`config.mk`:
```
export PLATFORM = sky130hd
export DESIGN_NAME = glb_cfg_tile_responder
export DESIGN_NICKNAME = d
export VERILOG_FILES = /design/src/rtl/glb_cfg_tile_responder.sv
export SDC_FILE = /design/constraint.sdc
export NUM_CORES = 1
export LEC_CHECK = 0
export CAP_MARGIN = 25
export CORE_MARGIN = 1
export CORE_UTILIZATION = 35
export DETAILED_ROUTE_END_ITERATION = 10
export HOLD_SLACK_MARGIN = 0.1
export PLACE_DENSITY = 0.6
export REMOVE_ABC_BUFFERS = 1
export SLEW_MARGIN = 20
export SYNTH_ARGS = -nofsm -noshare
export SYNTH_HDL_FRONTEND = slang
export SYNTH_SLANG_ARGS = --single-unit
export TNS_END_PERCENT = 20
```
`constraint.sdc`:
```
create_clock -name clk -period 1.7 [get_ports clk]
set_clock_uncertainty 0.05 [all_clocks]
set_input_delay 0.17 -clock clk [delete_from_list [all_inputs] [get_ports clk]]
set_output_delay 0.17 -clock clk [all_outputs]
set_load 0.1 [all_outputs]
```
`src/rtl/glb_cfg_tile_responder.sv`:
```
// Per-column configuration responder: decodes packets addressed to this tile,
// maintains a local register file, ORs read data onto the chain and forwards packets.
module glb_cfg_tile_responder #(
    parameter int CFG_ADDR_WIDTH = 32,
    parameter int CFG_DATA_WIDTH = 32,
    parameter int TILE_ID_WIDTH  = 16,
    parameter int REG_ADDR_WIDTH = 8,
    parameter int NUM_REGS       = 16
) (
    input  logic                                clk,
    input  logic                                reset,
    input  logic [TILE_ID_WIDTH-1:0]            tile_id,
    input  logic [CFG_ADDR_WIDTH-1:0]           cfg_in_addr,
    input  logic [CFG_DATA_WIDTH-1:0]           cfg_in_data,
    input  logic                                cfg_in_wr_en,
    input  logic                                cfg_in_rd_en,
    output logic [CFG_ADDR_WIDTH-1:0]           cfg_out_addr,
    output logic [CFG_DATA_WIDTH-1:0]           cfg_out_data,
    output logic                                cfg_out_wr_en,
    output logic                                cfg_out_rd_en,
    input  logic [CFG_DATA_WIDTH-1:0]           rd_data_in,
    output logic [CFG_DATA_WIDTH-1:0]           rd_data_out,
    output logic [NUM_REGS*CFG_DATA_WIDTH-1:0]  cfg_regs,
    output logic                                err_sticky,
    input  logic                                err_clr
);

    logic [REG_ADDR_WIDTH-1:0] idx;
    logic                      hit;
    logic                      idx_ok;
    logic                      both_strobes;
    logic                      err_event;
    logic                      wr_ok;
    logic                      rd_ok;
    logic [CFG_DATA_WIDTH-1:0] rd_sel;
    logic [CFG_DATA_WIDTH-1:0] rd_q;

    assign hit          = (cfg_in_addr[TILE_ID_WIDTH-1:0] == tile_id);
    assign idx          = cfg_in_addr[TILE_ID_WIDTH +: REG_ADDR_WIDTH];
    // Extra bit so NUM_REGS == 2**REG_ADDR_WIDTH compares correctly.
    assign idx_ok       = ({1'b0, idx} < (REG_ADDR_WIDTH+1)'(NUM_REGS));
    assign both_strobes = cfg_in_wr_en & cfg_in_rd_en;
    assign err_event    = both_strobes | (hit & (cfg_in_wr_en | cfg_in_rd_en) & ~idx_ok);
    assign wr_ok        = hit & cfg_in_wr_en & ~cfg_in_rd_en & idx_ok;
    assign rd_ok        = hit & cfg_in_rd_en & ~cfg_in_wr_en & idx_ok;

    genvar gi;
    generate
        for (gi = 0; gi < NUM_REGS; gi++) begin : gen_reg
            logic [CFG_DATA_WIDTH-1:0] q;
            always_ff @(posedge clk or negedge reset) begin
                if (!reset) begin
                    q <= '0;
                end else if (wr_ok && (idx == REG_ADDR_WIDTH'(gi))) begin
                    q <= cfg_in_data;
                end
            end
            assign cfg_regs[gi*CFG_DATA_WIDTH +: CFG_DATA_WIDTH] = q;
        end
    endgenerate

    always_comb begin
        rd_sel = '0;
        for (int k = 0; k < NUM_REGS; k++) begin
            if (idx == REG_ADDR_WIDTH'(k)) begin
                rd_sel = cfg_regs[k*CFG_DATA_WIDTH +: CFG_DATA_WIDTH];
            end
        end
    end

    // rd_q returns to zero every cycle that is not a valid read so it can be OR-chained.
    always_ff @(posedge clk or negedge reset) begin
        if (!reset) begin
            rd_q <= '0;
        end else begin
            rd_q <= rd_ok ? rd_sel : '0;
        end
    end

    always_ff @(posedge clk or negedge reset) begin
        if (!reset) begin
            err_sticky <= 1'b0;
        end else if (err_event) begin
            err_sticky <= 1'b1;
        end else if (err_clr) begin
            err_sticky <= 1'b0;
        end
    end

    always_ff @(posedge clk or negedge reset) begin
        if (!reset) begin
            cfg_out_addr  <= '0;
            cfg_out_data  <= '0;
            cfg_out_wr_en <= 1'b0;
            cfg_out_rd_en <= 1'b0;
        end else begin
            cfg_out_addr  <= cfg_in_addr;
            cfg_out_data  <= cfg_in_data;
            cfg_out_wr_en <= cfg_in_wr_en;
            cfg_out_rd_en <= cfg_in_rd_en;
        end
    end

    assign rd_data_out = rd_q | rd_data_in;

endmodule

```
Fig. 1: nets reached from selected ports
Drawn at 1 px/um.
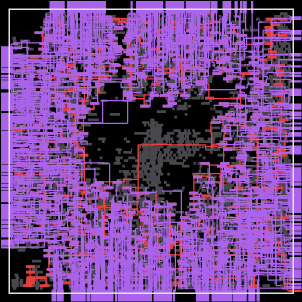
purple -> `cfg_regs`  # bits 512, direction output, end cells 512, buffers 607, wire 40.0 mm
red -> `reset`  # bits 1, direction input, end cells 611, buffers 29, wire 6530 um

Fig. 2: cell classes on the final placement
Drawn at 1.5 px/um.
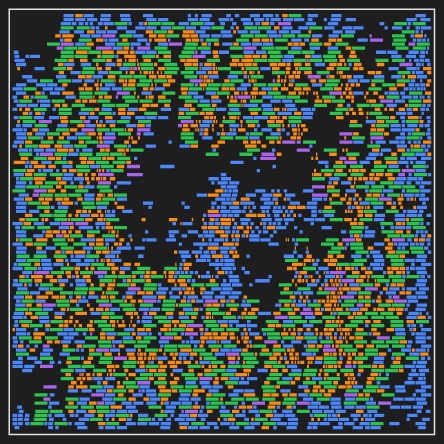
purple -> clock drivers and dummy loads  # cells 122, share of their area 4.8%
green -> flops  # cells 611, share of their area 31%
blue -> other buffers and delay cells  # cells 1261, share of their area 38%
orange -> combinational and other logic  # cells 1252, share of their area 26%

-- metrics by stage --
| stage | setup WS, ns | cell area, um2 | cells | setup TNS (ns) | hold WS (ns) |
|---|---|---|---|---|---|
| 2_1_floorplan | -5.39 | 26700 | 1863 | -2350.54 | -0.176 |
| 3_3_place_gp | -1.41 | 45400 | 4068 | -683.56 | 0.0146 |
| 3_5_place_dp | -1.42 | 45400 | 4068 | -687.63 | 0.0151 |
| 4_1_cts | -0.466 | 49600 | 4273 | -166.22 | 0.117 |
| 5_1_grt | -0.467 | 50600 | 4286 | -169.05 | 0.142 |
| 6_report | -0.453 | 50600 | 4287 | -155.43 | 0.159 |
-- layer usage --
metal	vias up	GRT usage, %	wire length [um]
met1	12700	41.7	53400
li1	9879	-	-
met2	1353	55.6	66400
met4	0	17.3	7310
met5	-	0	0
met3	331	9.09	12500
==> git commit body <==
Store results of the implementation flow

- The combinational power reported by the tool is 3.75 mW.
* Critical path capture point: gen_reg[1].q[22]
- Yosys mapped the design onto 64 distinct sky130hd cell types.
- Setup slack of the worst register-to-register path: -0.11 ns
- Tracing the worst setup path back leads to its startpoint at cfg_in_addr[21].
- Tool Warnings: 27
- For reference, the critical path cell chain is buf_8 > buf_6 > nor4_4 > clkbuf_16 > nand3b_1 > buf_12 > buf_8 > buf_12 > buf_8 > nor4_4 > buf_4 > buf_12 > mux2_4.
- Leading cell category by total area: non-clock buffers
- Yosys printed 0 warnings.
* Adder and majority cell fraction of the synthesized area: 0%
* Top power consumer group: the clock network
- Number of hold violations in the final report: 0
- Clock tree buffer count of the final layout: roughly 100
* Post-layout worst setup margin: -0.453 ns
* Post-DP HPWL: around 98000 um
- Share of post-route cells with drive strength above 1: 57.2%
- Violations in the final reports: setup timing
- The first detailed-routing pass took 5 iterations.
* Seq share, synth: between 50% and 60%
* Logic gate fraction of the total cell area: approximately 26%
* Largest combinational cell category by area: multiplexers
* Routed wirelength normalized by instance count: about 33 um
- The library cell used most frequently in the layout, excluding fill and tap cells, is buf_12.
- Die outline height: between 200 and 300 um
- Number of cells on the critical path: 13
* Result of the run: finished with violations
- The end-of-flow timing check tallies setup violations at about 530.
* Critical path endpoint category: register
- Final Slew Violations: 0
- Combinational gate area: approximately 13000 um2
- Cell at the root of the clock tree: clkbuf_16
- Using the TritonRoute via totals, the vias-per-cell ratio works out to approximately 5.7.
- The initial antenna violation count came to 2.
- In the synthesized netlist, mux cells make up 27.1% of the area.
Power figures rest on the tool's default switching activity, not on a simulated workload.
